run_1/gate_families.png
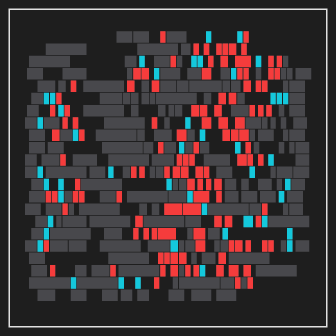
run_1/pdn.png
Pins as bars on the die edge.
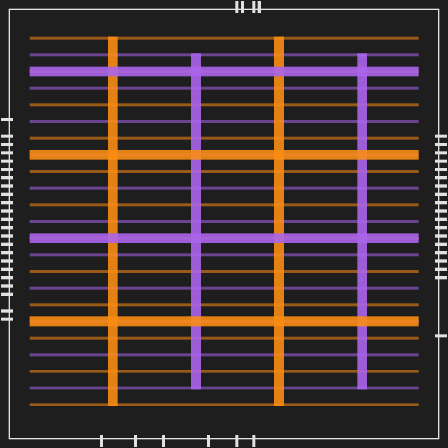
run_1/final_clocks.png
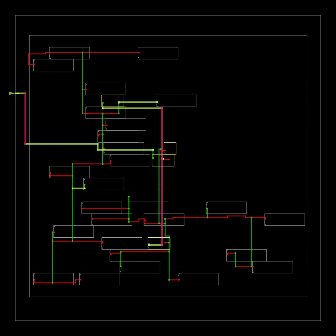
Design ram4_rmw_initiator, sky130hd; sources not shown.
==> reports/summary.txt, run 1 <==
status: finished clean
global route overflow: 0
per-cell routed wire length: 12.22 um
dpl hpwl: 3655 um
initial antenna violation count: 0
Yosys chip area: 1999 sq um
arrival time worst endpoint: 1.83 ns
Cell Chain, Critical Path: inv_1, nor3_2, clkdlybuf4s50_1
Clock Power Share: 8.0%
dpl cell area: 2527 sq um
GRT Util Overall: 20.61%
Worst path slowest cell: clkdlybuf4s50_1
Synth Instances: 283
largest net degree at the start of global routing: 28
Setup CP Type: reg2out
setup tns final: 0 ns
dpl cells: 379
Starting DRT DRC Count: 144
final non-filler cell area: 2572 sq um
CP required: 1.96 ns
crit end category: primary output
CTS buffer count: 3
worst min-delay path class: in2async
area leader, netlist: dfrtp_1
layout cells sized above 1: 17.01%
Tmin final: 2.171 ns
synth warn: 6
number of global-route vias before repair: 1914
cell count in the Yosys report: 283
peak fanout along the critical path: 11
row cnt: 22
reg2reg path depth: 13
die x size: 69.88 um
Slew headroom: 67.81%
count of tool warnings: 27
PortBufs: 51
count of final setup violators: 0
Die Y: 69.88 um
met2 WL: 2106 um
DR WL met3: 343 um
Syn Nets: 314
maximum clock path buffer count: 2
Netlist Area Pre-Place: 1999 sq um
final slew viol count: 0
Worst-Margin Slew: 0.4815 ns
H-tree level count: 1
floorplan utilization: 52.64%
Post-Place Worst Slack: 0.2249 ns
R2R setup slack: 0.43 ns
area grow syn2layout: 28.66%
Final Hold Fails: 0
IO Pins: 52
Post-CTS Hold Fix Bufs: 0
nets: 367
Clock Sinks: 27
Seq share, synth: 33.79%
global-route wire length before repair: 8362 um
Ant. Diodes: 0
Max Used Layer: met4
GP Congestion: 0.8541
Psw: 0.001870 W
DRT Wirelength: 4681 um
Resized Gates After CTS: 7
crit share post-route: 94.38%
CTS tree: built
Fmax: 0.4607 GHz
Largest register FFs: 12
Area leader share: 33.79%
Crit path depth: 3
Residual DRC: 0
Net Sw Frac: 51.77%
Vias: 1954
Comb pwr share: 67.9%
worst setup margin: 0.1293 ns
Reg clk slew, reported paths: 0.10 ns
Pre-antenna DRT Iters: 4
Avg Cell Area, Syn: 7.065 sq um
met1 WL: 2189 um
drt via density: 5.102
RSZ-0062 raised after global routing: no
# Post-CTS Setup Buffers: 0
Top Family by Delay on Critical Path: buffers and inverters
power per standard cell area: 1405 nW/um^2
Overall Power: 0.003613 W
power share of the sequential group: 24.0%
Routed Antenna Nets: 0
leakage dissipation: 1.407 nW
crit path buf inv count: 2
CTS root buf: clkbuf_8
total of max-cap violations: 0
Critical Path Max Stage Delay: 0.70 ns
die area: 4883 sq um
FF+latch count, synth: 27
Yosys cell types: 32
Internal: 0.001743 W
Top area cell types: dfrtp_1 (34%), nand2_1 (13%), nand3_1 (7.8%)
Worst Setup Start Kind: flop
Worst Clk Skew: 0.002864 ns
-- gate_families.png (at the start) --
| family | color | cells |
|---|---|---|
| NAND gates | red | 116 |
| inverters | cyan | 45 |
combinational share of cell area: 43.00%
Layout Cells excl Fill: 383
most numerous logic cell after layout: nand2_1

-- pdn.png (at the start) --
| net | color |
|---|---|
| VSS | orange |
| VDD | purple |
rows: 22
met1 rails: 23
signal pins: 52
worst-case vdd ir drop: 0.0009910 V
CORE AREA: 3799 sq um

-- final_clocks.png (at the start) --
P_clk: 0.000290 W
clk latency late pin: 0.28 ns

==> run 1: per-layer routing <==
layer	vias up	global-route usage [%]
met3	5	3.741
met1	878	27.52
li1	997	-
met4	0	4.894
met5	-	0
met2	74	34.63
==> run 1: placed cells by master, fill, tap and decap left out <==
| master | instances |
|---|---|
| mux2_4 | 3 |
| ha_1 | 4 |
| nand2_4 | 3 |
| clkinv_2 | 1 |
| nand4_1 | 5 |
| nor2_2 | 5 |
| o21ai_1 | 2 |
| nand3_1 | 30 |
| nor2_1 | 34 |
| mux2_2 | 8 |
| clkbuf_8 | 3 |
| or2_1 | 1 |
| o21ai_0 | 7 |
| inv_1 | 39 |
| xor2_1 | 2 |
| clkdlybuf4s50_1 | 32 |
| inv_4 | 1 |
| dfrtp_1 | 27 |
| inv_2 | 4 |
| nor2_4 | 2 |
| fa_1 | 1 |
| nand3_2 | 2 |
| o21ai_4 | 1 |
| a21oi_2 | 1 |
| nand3b_1 | 1 |
| nor3_2 | 1 |
| nand2_2 | 4 |
| nand2_1 | 71 |
| buf_4 | 17 |
| o21a_1 | 1 |
| xnor2_1 | 1 |
| a21oi_1 | 13 |
| clkinvlp_4 | 1 |
| dlygate4sd2_1 | 7 |
==> run 1: worst reg2reg max path, delay by kind of cell (launching register included) <==
| kind | cells | cell delay (ns) |
|---|---|---|
| flip-flops | 1 | 0.42 |
| buffers and inverters | 1 | 0.09 |
| AND-OR/OR-AND | 1 | 0.12 |
| adder cells (fa/ha/maj) | 1 | 0.32 |
| AND/OR/NAND/NOR | 10 | 0.85 |
==> run 1: metrics by stage <==
step                      hold slack [ns]  utilization, %
after floorplan                    0.3977               -
after global placement             0.4567           66.53
after detailed placement           0.4655           66.53
after CTS                          0.4317           67.59
after global routing               0.4529           67.72
final                              0.4122           67.72
==> run 1: power groups by stage <==
stage	logic (W)	registers, W	clock network (W)
after CTS	0.00246	0.000865	0.000297
after global placement	0.00243	0.000862	0
after floorplan	0.00181	0.000839	0
final	0.00245	0.000868	0.000290
after global routing	0.00272	0.000895	0.000317
after detailed placement	0.00247	0.000870	0
==> run 1: synthesized netlist by cell type (all sizes together) <==
| library cell | instances |
|---|---|
| nor2 | 41 |
| o21ai | 10 |
| inv | 44 |
| nand3 | 32 |
| or2 | 1 |
| nand3b | 1 |
| ha | 4 |
| buf | 8 |
| nor3 | 1 |
| nand2 | 78 |
| dfrtp | 27 |
| a21oi | 14 |
| o21a | 1 |
| clkinv | 1 |
| xor2 | 2 |
| nand4 | 5 |
| mux2 | 11 |
| fa | 1 |
| xnor2 | 1 |
==> run 1: layout make-up <==
type | instances | area [sq um]
fillers | 368 | 1226
multi-input cells | 203 | 1106
flip-flops and latches | 27 | 675.6
repair buffers | 56 | 509.2
inverters | 45 | 172.7
well taps | 48 | 60.06
clock buffers | 3 | 41.29
clock inverters | 1 | 7.507
==> run 1: cell families (layout without fill, tap and decap cells) <==
kind of cell	after synthesis	in the layout	synth area share, %
and+or+nand+nor	159	159	36.11
xor gates and xnor gates	3	3	1.314
buffers and inverters	53	105	11.39
adders and majority gates	5	5	3.505
muxes	11	11	6.758
DFF	27	27	33.79
AOI/OAI and AO/OA	25	25	7.134
==> inputs of run 2 (changes only) <==
- CORE_UTILIZATION: 49 -> 42
- PLACE_DENSITY: 0.8 -> default
- PLACE_DENSITY_LB_ADDON: default -> 0.05
run_2/registers.png
Other sequential cells in the stronger gray, the rest of the logic in the fainter gray.
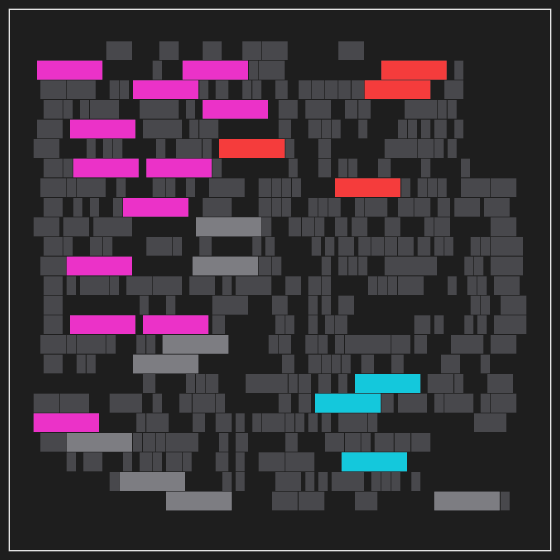
| name in the netlist | color | placed flops |
|---|---|---|
| `state_q` | cyan | 3 |
| `val_q` | red | 4 |
| `addr_q` | magenta | 12 |
P_seq: 0.000866 W
register area: 675.6 sq um
register share of the cell area: 25.86%
fin util: 58.39%

==> reports/summary.txt, run 2 <==
Yosys chip area: 1999 sq um
Tmin final: 2.193 ns
DRT Wirelength: 5007 um
clk latency late pin: 0.28 ns
Netlist Area Pre-Place: 1999 sq um
global-route wire length before repair: 8245 um
Post-CTS Hold Fix Bufs: 0
Synth Instances: 283
count of flip-flops with a built-in enable after synthesis: 0
nets: 368
most common cell in the synthesized netlist: nand2_1
arrival time worst endpoint: 1.85 ns
initial antenna violation count: 0
peak fanout along the critical path: 8
setup tns final: 0 ns
PortBufs: 51
total of max-cap violations: 0
largest net degree at the start of global routing: 28
RSZ-0062 raised after global routing: no
dpl hpwl: 3752 um
CTS root buf: clkbuf_8
Commonest cells post-synth: nand2_1 (71), inv_1 (39), nor2_1 (34)
Syn Nets: 314
IO Pins: 52
Die Y: 75.00 um
Ant. Diodes: 0
count of tool warnings: 27
number of global-route vias before repair: 1752
Vias: 1922
Overall Power: 0.003655 W
power per standard cell area: 1399 nW/um^2
R2R setup slack: 0.43 ns
crit end category: primary output
Seq share, synth: 33.79%
ys flop type: dfrtp_1
Reg clk slew, reported paths: 0.10 ns
status: finished clean
FF+latch count, synth: 27
synth warn: 6
Fmax: 0.4561 GHz
crit share post-route: 95.33%
Slew headroom: 67.48%
Worst Clk Skew: 0.003066 ns
reg2reg path depth: 10
Top cells excl fill/tap: nand2_1 (71), inv_1 (39), nor2_1 (34), clkdlybuf4s50_1 (32), nand3_1 (30)
CP required: 1.96 ns
Final Hold Fails: 0
die area: 5624 sq um
count of final setup violators: 0
H-tree level count: 1
leakage dissipation: 1.494 nW
Worst-Margin Slew: 0.4865 ns
Resized Gates After CTS: 1
Avg Cell Area, Syn: 7.065 sq um
CTS buffer count: 3
drt via density: 4.954
layout cells sized above 1: 17.26%
floorplan utilization: 44.69%
GRT Util Overall: 19.08%
maximum clock path buffer count: 2
Pre-antenna DRT Iters: 4
area grow syn2layout: 30.66%
Setup CP Type: reg2out
row cnt: 24
Residual DRC: 0
cell count in the Yosys report: 283
area leader, netlist: dfrtp_1
Clock Sinks: 27
final slew viol count: 0
global route overflow: 0
Starting DRT DRC Count: 186
die x size: 75.00 um
Largest register FFs: 12
CTS tree: built
# Post-CTS Setup Buffers: 0
Yosys cell types: 32
CORE AREA: 4474 sq um
GP Congestion: 0.8958
Routed Antenna Nets: 0
per-cell routed wire length: 12.90 um
Worst Setup Start Kind: flop
worst-case vdd ir drop: 0.0006686 V
worst min-delay path class: in2async
Top area cell types: dfrtp_1 (34%), nand2_1 (13%), nand3_1 (7.8%)
most numerous logic cell after layout: nand2_1
Area leader share: 33.79%
post-synthesis async set-or-reset flop share: 100.0%
[run 2: cell counts after synthesis]
No cell type changed its count.
[run 2: final cells by class]
cell class | count | area, sq um
Fill cell | 448 | 1862
Timing Repair Buffer | 57 | 539.3
Multi-Input combinational cell | 203 | 1114
Clock inverter | 1 | 5.005
Inverter | 45 | 172.7
Sequential cell | 27 | 675.6
Tap cell | 52 | 65.06
Clock buffer | 3 | 41.29
[run 2: worst max-delay path: stages (launching register included)]
cell and delay (ns):
dfrtp_1 0.50, nor2_4 0.22, nand2_2 0.10, clkinv_2 0.09, clkdlybuf4s50_1 0.67
[run 2: cells by family after synthesis]
family | Yosys count | share of synthesized area [%]
AND/OR/NAND/NOR | 159 | 36.11
flip-flops | 27 | 33.79
buffers and inverters | 53 | 11.39
multiplexers | 11 | 6.758
XOR/XNOR | 3 | 1.314
AND-OR/OR-AND | 25 | 7.134
adder cells (fa/ha/maj) | 5 | 3.505
[run 2: metal layers]
layer	vias up	GRT usage [%]	part of all wire, %
li1	995	-	-
met1	850	27.13	47
met2	69	29.98	45
met3	8	2.937	6.4
met4	0	5.731	1.7
met5	-	0	0
[run 2: through the flow]
step	worst slack [ns]	std cells	hold slack (ns)	instance area (sq um)
detailed placement	0.3106	384	0.4741	2540
global placement	0.3112	384	0.4664	2540
finish	0.1073	388	0.4198	2613
CTS	0.001529	388	0.4442	2585
floorplan	0.2253	283	0.3977	2004
global route	0.03457	388	0.4713	2613
[run 2: report_power, final]
group          total, W  internal, W  switching [W]
clock          0.000282     0.000122       0.000161
sequential     0.000866     0.000687       0.000179
combinational   0.00251     0.000965        0.00154
Power is estimated from default activity; no workload was simulated.
